File: src/rtl/mac_cfg_sequencer.sv
// Sequencer for the MAC array and mac_combiner: owns the combiner mode,
// gates operand beats, waits out the MAC pipeline and hands off the result.
//
// state    | meaning
// ---------+-----------------------------------------------------------
// S_IDLE   | ready for a cfg change or the first beat of an accumulation
// S_RUN    | accepting the remaining beats of the accumulation
// S_WAIT   | last beat taken, MAC pipeline draining (PIPE_LAT cycles)
// S_OUT    | combiner outputs final, out_valid held until out_ready
// S_SETTLE | cfg just changed, operands held off for SETTLE cycles
module mac_cfg_sequencer #(
    parameter int LEN_W    = 8,
    parameter int PIPE_LAT = 2,
    parameter int SETTLE   = 1
) (
    input  logic             clk,
    input  logic             rst_n,
    input  logic [1:0]       cfg_req,
    input  logic             cfg_req_valid,
    output logic             cfg_req_ready,
    input  logic [LEN_W-1:0] acc_len,
    input  logic             in_valid,
    output logic             in_ready,
    output logic             mac_en,
    output logic             mac_clear,
    output logic [1:0]       cfg,
    output logic             out_valid,
    input  logic             out_ready,
    output logic             busy
);

    localparam logic [1:0] MAC_SINGLE = 2'b00;
    localparam logic [1:0] MAC_DUAL   = 2'b01;
    localparam logic [1:0] MAC_QUAD   = 2'b10;

    localparam logic [2:0] S_IDLE   = 3'd0;
    localparam logic [2:0] S_RUN    = 3'd1;
    localparam logic [2:0] S_WAIT   = 3'd2;
    localparam logic [2:0] S_OUT    = 3'd3;
    localparam logic [2:0] S_SETTLE = 3'd4;

    // One shared down-counter serves both WAIT and SETTLE; it is loaded with
    // (length - 1) and the phase ends on its terminal count of zero.
    localparam int TMR_MAX = (PIPE_LAT > SETTLE) ? PIPE_LAT : SETTLE;
    localparam int TMR_W   = (TMR_MAX > 1) ? $clog2(TMR_MAX) : 1;
    localparam int PIPE_LD_I   = (PIPE_LAT > 0) ? PIPE_LAT - 1 : 0;
    localparam int SETTLE_LD_I = (SETTLE > 0) ? SETTLE - 1 : 0;
    localparam logic [TMR_W-1:0] PIPE_LD   = TMR_W'(PIPE_LD_I);
    localparam logic [TMR_W-1:0] SETTLE_LD = TMR_W'(SETTLE_LD_I);

    logic [2:0]       state_q, state_d;
    logic [1:0]       cfg_q, cfg_d;
    logic [LEN_W-1:0] len_q, len_d;
    logic [LEN_W-1:0] cnt_q, cnt_d;
    logic [TMR_W-1:0] tmr_q, tmr_d;

    logic cfg_acc;
    logic beat;
    logic last_beat;
    logic [1:0] cfg_dec;

    // rst_n gating keeps the handshakes low while reset is asserted.
    assign in_ready      = rst_n && (((state_q == S_IDLE) && !cfg_req_valid) || (state_q == S_RUN));
    assign cfg_req_ready = rst_n && (state_q == S_IDLE) && cfg_req_valid;
    assign mac_en        = in_valid && in_ready;
    assign mac_clear     = mac_en && (state_q == S_IDLE);
    assign out_valid     = (state_q == S_OUT);
    assign busy          = (state_q != S_IDLE);
    assign cfg           = cfg_q;

    assign cfg_acc = cfg_req_ready;
    assign beat    = mac_en;
    assign cfg_dec = ((cfg_req == MAC_DUAL) || (cfg_req == MAC_QUAD)) ? cfg_req : MAC_SINGLE;

    assign last_beat = beat &&
        (((state_q == S_IDLE) && (acc_len <= LEN_W'(1))) ||
         ((state_q == S_RUN) && ((cnt_q + LEN_W'(1)) == len_q)));

    always_comb begin
        state_d = state_q;
        cfg_d   = cfg_q;
        len_d   = len_q;
        cnt_d   = cnt_q;
        tmr_d   = tmr_q;
        case (state_q)
            S_IDLE: begin
                if (cfg_acc) begin
                    cfg_d = cfg_dec;
                    if (SETTLE > 0) begin
                        state_d = S_SETTLE;
                        tmr_d   = SETTLE_LD;
                    end
                end else if (beat) begin
                    len_d   = (acc_len == '0) ? LEN_W'(1) : acc_len;
                    cnt_d   = LEN_W'(1);
                    state_d = S_RUN;
                end
            end
            S_RUN: begin
                if (beat) begin
                    cnt_d = cnt_q + LEN_W'(1);
                end
            end
            S_WAIT: begin
                if (tmr_q == '0) begin
                    state_d = S_OUT;
                end else begin
                    tmr_d = tmr_q - TMR_W'(1);
                end
            end
            S_OUT: begin
                if (out_ready) begin
                    state_d = S_IDLE;
                end
            end
            S_SETTLE: begin
                if (tmr_q == '0) begin
                    state_d = S_IDLE;
                end else begin
                    tmr_d = tmr_q - TMR_W'(1);
                end
            end
            default: state_d = S_IDLE;
        endcase

        // Final beat bypasses RUN's beat counting and starts the drain.
        if (last_beat) begin
            if (PIPE_LAT > 0) begin
                state_d = S_WAIT;
                tmr_d   = PIPE_LD;
            end else begin
                state_d = S_OUT;
            end
        end
    end

    always_ff @(posedge clk or negedge rst_n) begin
        if (!rst_n) begin
            state_q <= S_IDLE;
            cfg_q   <= MAC_SINGLE;
            len_q   <= '0;
            cnt_q   <= '0;
            tmr_q   <= '0;
        end else begin
            state_q <= state_d;
            cfg_q   <= cfg_d;
            len_q   <= len_d;
            cnt_q   <= cnt_d;
            tmr_q   <= tmr_d;
        end
    end

endmodule

File: config.mk
export PLATFORM = sky130hd
export DESIGN_NAME = mac_cfg_sequencer
export DESIGN_NICKNAME = d
export VERILOG_FILES = /design/src/rtl/mac_cfg_sequencer.sv
export SDC_FILE = /design/constraint.sdc
export NUM_CORES = 1
export LEC_CHECK = 0
export CORE_ASPECT_RATIO = 2
export CORE_MARGIN = 3
export CORE_UTILIZATION = 45
export DETAILED_ROUTE_END_ITERATION = 7
export GPL_ROUTABILITY_DRIVEN = 0
export HOLD_SLACK_MARGIN = 0.05
export PLACE_DENSITY_LB_ADDON = 0.25
export REMOVE_ABC_BUFFERS = 1
export SYNTH_ARGS = -nofsm -noshare
export SYNTH_HDL_FRONTEND = slang
export SYNTH_SLANG_ARGS = --single-unit
File: constraint.sdc
create_clock -name clk -period 2.77 [get_ports clk]
set_input_delay 0.4155 -clock clk [delete_from_list [all_inputs] [get_ports clk]]
set_output_delay 0.4155 -clock clk [all_outputs]
set_load 0.1 [all_outputs]
==> summary.txt, run 1 <==
Notes from the flow run.

GRT:
- Global routing finished with a remaining overflow of 0.
- The run puts the largest net degree at the start of global routing at 27.
- The number of global-route vias before repair came to 1127.
- met2 is the most crowded layer.
- The run gives the initial antenna violation count as 0.
- The run gives the met2 layer usage reported by global route as 35.8%.
- The run puts the global-route wire length before repair at 4940 um.
- The run puts the met3 track utilization from global routing at 2.41%.
- The run gives the routing usage on met1 as 18.6%.

Power and ir drop:
- The run gives the cell-internal power as 0.790 mW.
- The run puts the sequential logic power at 0.555 mW.
- Per the breakdown, switching nets consume 47.3% of all power.
- The flow reported a cell area power density of 925 nW/um^2.
- Per report_power, the clock group accounts for 13.1% of the total.
- The run puts the leakage power figure at 0.672 nW.
- Looking at the power breakdown, sequential logic takes 37.1% of the total.
- The run puts the combinational power at 0.747 mW.
- The largest part of the power goes to combinational logic.
- The run puts the portion of total power attributed to combinational logic at 49.9%.
- The run gives the net switching power as 0.709 mW.
- The run puts the clock-net power at 0.196 mW.
- The run gives the peak supply drop as 0.000464 V.

Critical path:
- The run gives the signal arrival time at the worst endpoint as 2.61 ns.
- Counting buffers and inverters, the worst setup path is 7 cells deep.
- The run gives the delay of the slowest cell on the worst path as 0.50 ns.
- Max fanout on the critical path was recorded as 6.
- The run puts the worst setup slack for register-to-register paths at 0.31 ns.
- STA lists the startpoint of the worst register-to-register path as cnt_q[0]$_DFFE_PN0P_.
- The worst setup path is of the reg2reg kind.
- The run gives the launching element type of the critical path as a flip-flop.
- The cell sequence reported for the critical path is ha_1, nand3_4, a31oi_2, nor3b_1, or4_1, or4_4, and3_1.
- The slowest stage of the critical path belongs to the cell or4_4.
- The run puts the worst-case reg-to-reg path depth at 7.
- In this design, the largest share of critical-path delay is due to simple AND/OR/NAND/NOR gates.
- The run gives the nature of the critical path endpoint as a flip-flop.
- The most critical setup path has its endpoint at state_q[0]$_DFFE_PN0P_.
- STA lists the endpoint of the worst register-to-register path as state_q[0]$_DFFE_PN0P_.

Logic synthesis:
- The run gives the cell count after synthesis as 136.
- The run puts the synthesized-area fraction occupied by adder cells at 0.977%.
- The run gives the main flop type after synthesis as dfrtp_1.
- Per the synthesis report, the dominant area consumer among library cells is dfrtp_1.
- The cell-mix breakdown from Yosys lists the simple-gate area share as 26.7%.
- The run gives the flop and latch count out of synthesis as 22.
- The run puts the proportion of netlist area held by the largest area contributor at 43.0%.
- The commonest cells after synthesis are dfrtp_1 (22), nand2_1 (14), o21ai_0 (13).
- By area the synthesized netlist is led by dfrtp_1 (43%), mux2_1 (6.2%), o21ai_0 (5.1%).
- Summing the areas of all xor and xnor instances in the mapped netlist gives 5.47% of the synthesized area.
- The run puts the post-synthesis sequential area ratio at 43.0%.
- The run gives the main logic family after synthesis as simple AND/OR/NAND/NOR gates.
- The run puts the compound-cell area share of the yosys netlist at 15.7%.
- The run gives the library cell with the highest instance count after synthesis as dfrtp_1.
- Post-synthesis, Yosys gives the total cell area as 1280 um^2.
- In the Yosys report the total cell count is 136.
- Of all flip-flops after synthesis, the portion carrying an async set or reset was 100%.
- Per the synthesis report, the number of distinct cell types is 43.
- The run puts the average cell area after synthesis at 9.42 um^2.
- The post-synth count of flops with an enable pin is 0.
- The run gives the area fraction in mux cells as 6.15%.
- The run gives the cell area after synthesis as 1280 um^2.

Hold path:
- The run puts the hold path depth at 1.
- Looking at hold timing, the worst path starts from len_q[1]$_DFFE_PN0P_.
- According to the hold report, the worst path is of the reg2reg type.
- The run gives the end point of the worst hold path as len_q[1]$_DFFE_PN0P_.

Clocking:
- Per the CTS log, the maximum H-tree level is 1.
- Counting every sink on the clock net gives 22.
- TritonCTS built the clock tree.
- The run gives the clock transition time at the flip-flop clock pins of the worst setup and hold paths as 0.07 ns.
- The cell sitting at the root of the clock tree is a clkbuf_8.
- The number of setup buffers added after CTS is 0.
- The run gives the number of hold buffers added after cts as 0.
- Once the clock tree was built, the resizer swapped 0 gates to a different size.

Floorplanning:
- The run gives the total die area as 3560 um^2.
- The run gives the floorplan die width as 43.7 um.
- The run puts the floorplan core density at 48.6%.
- The run puts the total number of placement rows at 26.
- The run puts the standard cell core area at 2640 um^2.
- The floorplan report lists the tap cell count as 28.
- The die is 81.5 um tall.

Final layout:
- Leaving out fill and tap cells, the most frequent cells in the layout are dfrtp_1 (22), nand2_1 (14), clkdlybuf4s50_1 (14), o21ai_0 (13), nor2_1 (12).
- Per the layout report, the design carries 25 non-clock buffers.
- The run gives the share of final layout cell area taken by non-clock buffers as 16.8%.
- The run puts the fraction of final layout cells with drive strength greater than 1 at 13.7%.
- The number of antenna diodes in the final layout is 0.
- In the final layout, flip-flops and latches take up 34.0% of the cell area.
- The run puts the proportion of cell area spent on the clock network at 2.55%.
- The finished cells cover 1620 um^2.
- The run gives the count of multi-input combinational gates as 107.
- The run gives the dominant logic cell type in the layout as dfrtp_1.
- The run puts the total area of multi-input combinational cells at 704 um^2.
- The run puts the filler cell count in the final layout at 241.
- Multi-input gates account for 43.5% of the area.
- The run puts the post-route core utilization at 61.4%.
- The run puts the final instance count without filler cells at 189.
- The largest registers in the layout are cnt_q: 8 flops, len_q: 8 flops, state_q: 3 flops.
- In this run the layout overhead on the synthesized area is reported as 26.4%.
- The run puts the inverter tally of the final layout excluding the clock network at 4.
- Ranked by total area, the top cell class in this layout is multi-input combinational cells.
- The run gives the final-stage net count as 179.
- In the final layout, flip-flops and latches occupy 551 um^2.

Run:
- The run puts the number of max-capacitance violations reported at 0.
- The run puts the number of OpenROAD warnings at 25.

Timing:
- After layout, the worst setup slack is 0.312 ns.
- The run gives the worst slew margin relative to its limit as 68.1%.
- For this run, the top clock speed supported by timing is 407 MHz.
- The run puts the minimum clock period at 2.46 ns.
- The run gives the aggregate negative setup slack as 0 ns.
- Max-slew check failures listed in the final report amount to 0.
- The run gives the worst clock skew on the final layout as 0.00479 ns.
- The run puts the hold violation count in the final report at 0.
- The run gives the transition time at the pin with the least slew margin as 0.474 ns.
- The run gives the number of endpoints failing setup at the final stage as 0.
- Dividing the final minimum period by the clock period gives 88.7%.
- The run gives the worst-case hold slack as 0.509 ns.
- Setup repair after global routing left no endpoint under its margin.

Place:
- The run puts the placed cell area at 1580 um^2.
- Per the post-place timing report, worst setup slack is 0.284 ns.
- The run puts the number of cells in the design after placement at 186.
- The run gives the post-detailed-placement half-perimeter wirelength as 2370 um.

Outcome:
- The flow ran to the end, and the final reports show no timing, DRC or antenna violations.

Detailed routing:
- The run puts the wire length on met2 at 1730 um.
- The run puts the post-route antenna net violation count at 0.
- Detailed-route iteration 0 reported a violation count of 48.
- After detailed routing, the wire length on met1 is 1080 um.
- The routed layout reports a DRC error count of 0.
- The run gives the top routing layer in use as met4.
- The run gives the routed wire length on met3 as 171 um.
- The pre-antenna-repair detailed-routing pass consisted of 4 iterations.
run_1/io_fan.png
The bar under the picture is 10 um long.
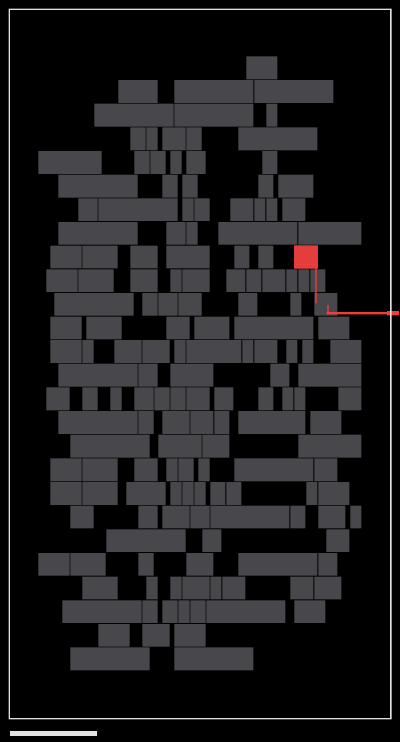
port	colour	bits	direction	end cells	buffers	wire
`out_valid`	red	1	output	1	1	14.3 um
port bufs: 22
number of primary I/O pins: 23

run_1/clocks.png
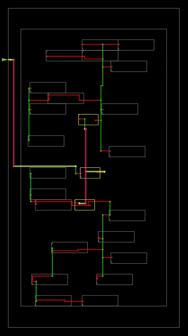
count of clock-net buffers in the final layout: 3
number of sequential cells: 22
TritonCTS buffer count: 3
clk latency late pin: 0.26 ns

run_1/wires.png
Two of the layers only.
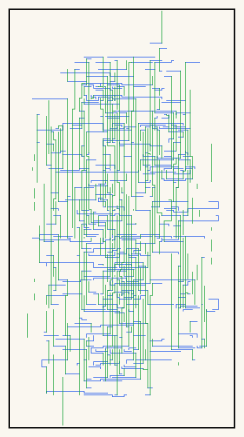
layer	colour	wire length
metal 1	blue	1080 um
metal 2	green	1730 um
total via count in the routed design: 1156
routed length per placed instance: 16.1 um
Total Routing Usage GR: 18.3%
DRT Wirelength: 3040 um

==> run 2, diff against run 1 <==
--- a/config.mk
+++ b/config.mk
@@ -12,7 +12,6 @@
 export GPL_ROUTABILITY_DRIVEN = 0
 export HOLD_SLACK_MARGIN = 0.05
 export PLACE_DENSITY_LB_ADDON = 0.25
-export REMOVE_ABC_BUFFERS = 1
 export SYNTH_ARGS = -nofsm -noshare
 export SYNTH_HDL_FRONTEND = slang
 export SYNTH_SLANG_ARGS = --single-unit
run_2/io_fan.png
The bar under the picture is 10 um long.
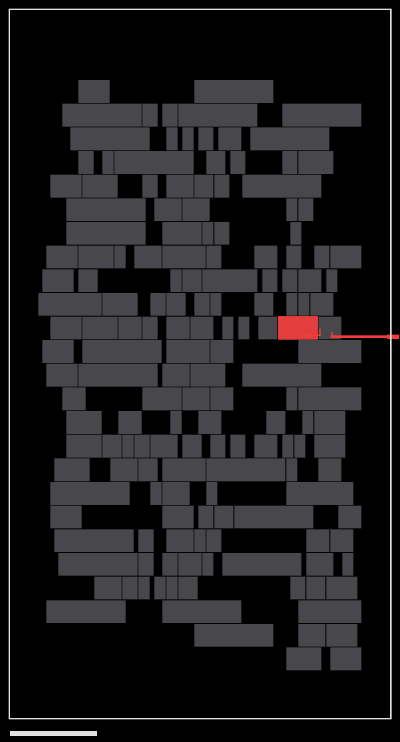
port	colour	bits	direction	end cells	buffers	wire
`out_valid`	red	1	output	1	1	9.30 um

==> summary.txt, run 2 <==
Notes from the flow run.

Floorplanning:
- The total die area came to 3560 um^2 (unchanged).
- The run puts the I/O pin count at 23 (unchanged).
- The run puts the y dimension of the die at 81.5 um (unchanged).

Final layout:
- The run gives the number of flip-flops and latches as 22 (unchanged).
- The run puts the count of multi-input combinational gates at 107 (unchanged).
- The run puts the total area of multi-input combinational cells at 717 um^2 (+1.8%).
- The fraction of final layout cells with drive strength greater than 1 is 15.4% (+1.8 points).
- The run gives the final standard cell area without fillers as 1640 um^2 (+1.2%).
- The run puts the number of antenna diodes at 0 (unchanged).
- The registers reported with the highest flop counts are cnt_q: 8 flops, len_q: 8 flops, state_q: 3 flops.
- The run gives the number of clock buffers in the layout as 3 (unchanged).

Timing:
- The minimum setup slack in the final design came to 0.332 ns (+0.0202 ns).
- Setup repair after global routing left no endpoint under its margin.
- The worst-case hold slack is 0.513 ns (+0.00404 ns).
- The run gives the transition time at the pin with the least slew margin as 0.486 ns (+0.0122 ns).
- The run puts the final period utilization at 88.0% (-0.73 points).
- The maximum frequency from static timing analysis was 410 MHz (+0.83%).
- The hold violation count in the final report is 0 (unchanged).

Place:
- The run puts the placed cell area at 1600 um^2 (+1.3%).
- The count of buffers from port buffering is 22 (unchanged).

Logic synthesis:
- The cell area after synthesis is 1280 um^2 (unchanged).
- The run puts the area figure in the yosys stat output at 1280 um^2 (unchanged).
- Looking at the gate-level netlist, the highest instance count belongs to dfrtp_1.
- The run gives the proportion of synthesized flip-flops having asynchronous set or reset as 100% (unchanged).
- The count of cell types in the netlist came to 43 (unchanged).
- The run gives the most area-hungry cell type in the Yosys netlist as dfrtp_1.
- The run gives the main logic family after synthesis as simple AND/OR/NAND/NOR gates.
- The compound-cell area share of the yosys netlist was 15.7% (unchanged).

Power and ir drop:
- The run puts the clock-net power at 0.195 mW (about the same).
- The portion of total power attributed to combinational logic came to 50.1% (+0.2 points).
- The run puts the combinational power at 0.755 mW (+1%).
- The run gives the ratio of total power to cell area as 918 nW/um^2 (-0.76%).
- The run gives the clock share of power as 12.9% (-0.2 points).
- The run puts the sequential logic power at 0.556 mW (about the same).
- The run gives the peak supply drop as 0.000463 V (-0.16%).

Clocking:
- The run gives the number of hold buffers added after cts as 0 (unchanged).
- The run gives the clock transition time at the flip-flop clock pins of the worst setup and hold paths as 0.07 ns (about the same).
- The later-pin clock latency in the skew report is 0.26 ns (about the same).
- The post-cts repair resize count came to 0 (unchanged).
- The run gives the H-tree depth as 1 (unchanged).

Detailed routing:
- The run puts the detailed-route DRC error count at 0 (unchanged).
- The count of vias placed by the detailed router was 1154 (-0.17%).
- The average wire per standard cell came to 16.0 um (-0.23%).
- The total routed wirelength was 3050 um (+0.30%).
- The run puts the routed metal-1 wire length at 1070 um (-1.7%).

GRT:
- The run puts the global router's overall resource usage at 19.0% (+0.65 points).
- The run puts the global-route wire length before repair at 5100 um (+3.2%).
- The run puts the met3 track utilization from global routing at 2.85% (+0.44 points).
- The number of global-route vias before repair was 1184 (+5.1%).
- The met2 layer usage reported by global route came to 37.1% (+1.3 points).

Critical path:
- The run gives the critical path endpoint as state_q[0]$_DFFE_PN0P_.
- The run gives the category of cells accounting for the largest share of critical-path delay as simple AND/OR/NAND/NOR gates.
- The run gives the cell depth of the worst setup path as 7 (unchanged).
- The run puts the highest net fanout along the worst path at 6 (unchanged).
- The signal arrival time at the worst endpoint came to 2.59 ns (-0.02 ns).
- Traced cell by cell, the critical path runs through ha_1, nand3_4, a31oi_2, nor3b_1, or4_1, or4_4, and3_1.
- The run puts the worst setup slack for register-to-register paths at 0.33 ns (+0.02 ns).
- The run gives the end of the worst register-to-register path as state_q[0]$_DFFE_PN0P_.

Outcome:
- The flow ran to the end, and the final reports show no timing, DRC or antenna violations.

Hold path:
- Per the hold report, the tightest min-delay path originates at len_q[3]$_DFFE_PN0P_.
- The endpoint of the worst hold path is reported as len_q[3]$_DFFE_PN0P_.
- Note that the worst hold path type here is reg2reg.

Run:
- The run gives the number of max-capacitance violations reported as 0 (unchanged).
==> run 3, diff against run 2 <==
--- a/config.mk
+++ b/config.mk
@@ -8,6 +8,7 @@
 export CORE_ASPECT_RATIO = 2
 export CORE_MARGIN = 3
 export CORE_UTILIZATION = 45
+export CTS_CLUSTER_DIAMETER = 50
 export DETAILED_ROUTE_END_ITERATION = 7
 export GPL_ROUTABILITY_DRIVEN = 0
 export HOLD_SLACK_MARGIN = 0.05
run_3/metal_density.png
9 x 16 tiles, from dark blue (low) to red (high), scaled to the fullest tile. Values are wire area over tile area, all layers added.
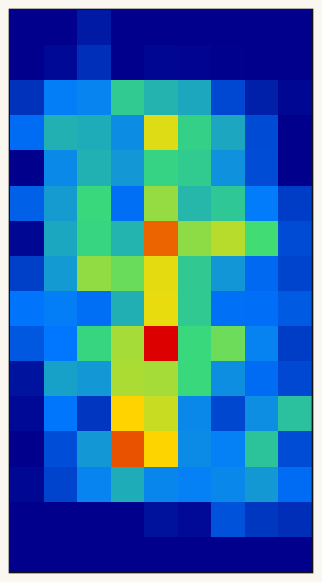
mean over tiles	0.14
fullest tile	0.53
nearly empty tiles	26%
routed length per placed instance: 16.0 um
Total Routing Usage GR: 19.0%

==> summary.txt, run 3 <==
Notes from the flow run.

Outcome:
- The run finished with clean final reports.

Detailed routing:
- The count of vias placed by the detailed router came to 1154 (unchanged).
- The run puts the routed metal-1 wire length at 1070 um (unchanged).
- The total routed wirelength came to 3050 um (unchanged).
- The run gives the top routing layer in use as met4.
- The run gives the detailed-route DRC error count as 0 (unchanged).

Power and ir drop:
- The peak supply drop was 0.000463 V (unchanged).
- The power report lists cell-internal power as 0.794 mW.
- The run gives the ratio of total power to cell area as 918 nW/um^2 (unchanged).
- The sequential logic power was 0.556 mW (about the same).
- The combinational power came to 0.755 mW (about the same).
- The run puts the clock-net power at 0.195 mW (about the same).
- The run puts the clock share of power at 12.9% (about the same).
- The run gives the portion of total power attributed to combinational logic as 50.1% (about the same).

Critical path:
- The run gives the highest net fanout along the worst path as 6 (unchanged).
- The run gives the signal arrival time at the worst endpoint as 2.59 ns (about the same).
- Per the timing report, the most critical flop-to-flop path finishes at state_q[0]$_DFFE_PN0P_.
- The run gives the category of cells accounting for the largest share of critical-path delay as simple AND/OR/NAND/NOR gates.
- The OpenROAD report gives the critical path a required time of 2.92 ns.
- The worst setup path is of the reg2reg kind.
- The critical path's slowest stage uses the library cell or4_4.
- Following the worst setup path forward leads to its endpoint at state_q[0]$_DFFE_PN0P_.
- The worst register-to-register path depth is 7.
- The worst setup path is launched from a flip-flop.
- The run gives the worst setup slack for register-to-register paths as 0.33 ns (about the same).
- The report lists the cells along the critical path as ha_1, nand3_4, a31oi_2, nor3b_1, or4_1, or4_4, and3_1.
- The run puts the cell depth of the worst setup path at 7 (unchanged).

Logic synthesis:
- The run puts the compound-cell area share of the yosys netlist at 15.7% (unchanged).
- The run gives the area figure in the yosys stat output as 1280 um^2 (unchanged).
- The run gives the count of cell types in the netlist as 43 (unchanged).
- For reference, the top cells by count after synthesis are dfrtp_1 (22), nand2_1 (14), o21ai_0 (13).
- Looking at the gate-level netlist, the highest instance count belongs to dfrtp_1.
- The run puts the warning count from the yosys run at 0.
- The synthesized design contains 0 enable-type register cells.
- The largest total area in the synthesized netlist belongs to dfrtp_1.
- After synthesis, the largest family of logic cells by area is simple AND/OR/NAND/NOR gates.
- The cell area after synthesis was 1280 um^2 (unchanged).
- The run gives the proportion of synthesized flip-flops having asynchronous set or reset as 100% (unchanged).
- The run puts the area fraction in mux cells at 6.15%.
- The run gives the average cell area after synthesis as 9.42 um^2.
- The synthesis report lists the most area-consuming cells as dfrtp_1 (43%), mux2_1 (6.2%), o21ai_0 (5.1%).

Final layout:
- In the final design database the tool counted 180 nets.
- The run puts the synthesis-to-layout area growth at 27.9%.
- The fraction of final layout cells with drive strength greater than 1 is 15.4% (unchanged).
- The run puts the final standard cell area without fillers at 1640 um^2 (unchanged).
- The run gives the count of multi-input combinational gates as 107 (unchanged).
- For this run, the share of the core covered by cells in the final layout is 62.2%.
- The number of antenna diodes is 0 (unchanged).
- The run gives the number of flip-flops and latches as 22 (unchanged).
- The run gives the total area of multi-input combinational cells as 717 um^2 (unchanged).
- By area, the class that comes first in the final layout consists of multi-input combinational cells.
- The registers reported with the highest flop counts are cnt_q: 8 flops, len_q: 8 flops, state_q: 3 flops.
- The run puts the number of clock buffers in the layout at 3 (unchanged).

Timing:
- The run gives the transition time at the pin with the least slew margin as 0.486 ns (unchanged).
- The run puts the worst-case hold slack at 0.513 ns (unchanged).
- The run puts the minimum setup slack in the final design at 0.332 ns (unchanged).
- Setup repair after global routing left no endpoint under its margin.
- The hold violation count in the final report is 0 (unchanged).
- The run puts the final period utilization at 88.0% (unchanged).
- The run gives the maximum frequency from static timing analysis as 410 MHz (unchanged).

GRT:
- The run gives the initial antenna violation count as 0.
- The run puts the largest net degree at the start of global routing at 27.
- The met3 track utilization from global routing was 2.85% (unchanged).
- The number of global-route vias before repair came to 1184 (unchanged).
- The met2 layer usage reported by global route is 37.1% (unchanged).
- The run gives the most heavily used metal layer in global routing as met2.
- The global-route wire length before repair is 5100 um (unchanged).

Floorplanning:
- The run gives the total die area as 3560 um^2 (unchanged).
- The run puts the y dimension of the die at 81.5 um (unchanged).
- The run puts the I/O pin count at 23 (unchanged).
- The run gives the well-tap cell count as 28.

Place:
- The HPWL after detailed placement is 2380 um.
- The run puts the count of buffers from port buffering at 22 (unchanged).
- The placed cell area came to 1600 um^2 (unchanged).

Clocking:
- The run puts the total clock buffers created by CTS at 3.
- The run gives the number of hold buffers added after cts as 0 (unchanged).
- The run puts the H-tree depth at 1 (unchanged).
- The clock transition time at the flip-flop clock pins of the worst setup and hold paths was 0.07 ns (about the same).
- The later-pin clock latency in the skew report came to 0.26 ns (about the same).
- The post-cts repair resize count is 0 (unchanged).

Run:
- The logs give a warning total of 26.
- The run gives the number of max-capacitance violations reported as 0 (unchanged).

Hold path:
- The path class of the tightest hold or removal check is reg2reg.
- Per the hold report, the tightest min-delay path originates at len_q[3]$_DFFE_PN0P_.
- The run gives the end point of the worst hold path as len_q[3]$_DFFE_PN0P_.

==> gallery <==
Where the registers sit.
The bar under the picture is 10 um long. Other sequential cells in the stronger grey, the rest of the logic in the fainter grey.
image #1
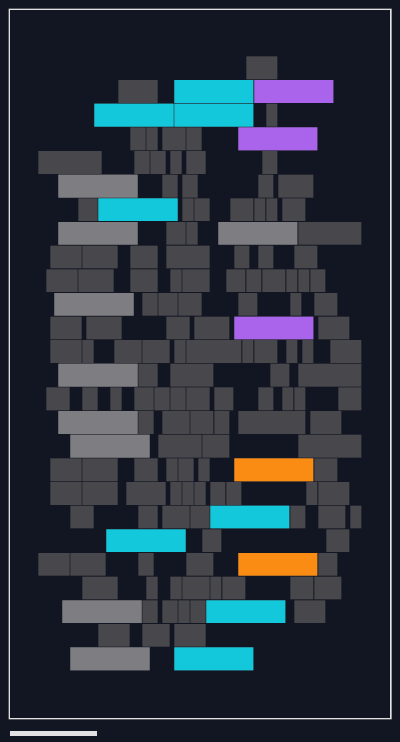
image #2
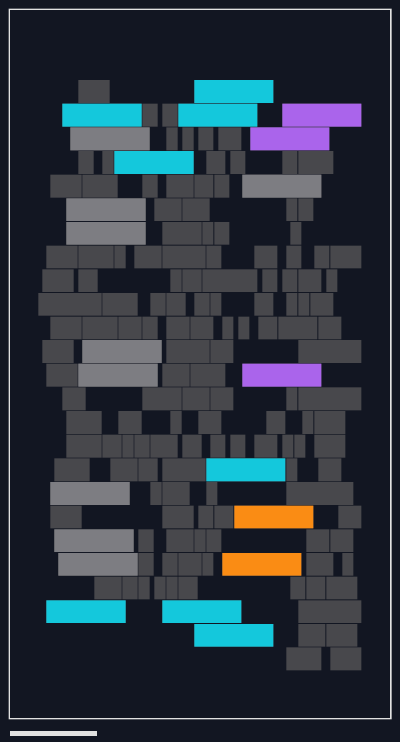
For run 1, see image #1.
For run 2, see image #2.

Key to image #1:
name in the netlist	colour	flops
`cfg`	orange	2
`state_q`	purple	3
`cnt_q`	cyan	8
not coloured	9

Power figures rest on the tool's default switching activity, not on a simulated workload.
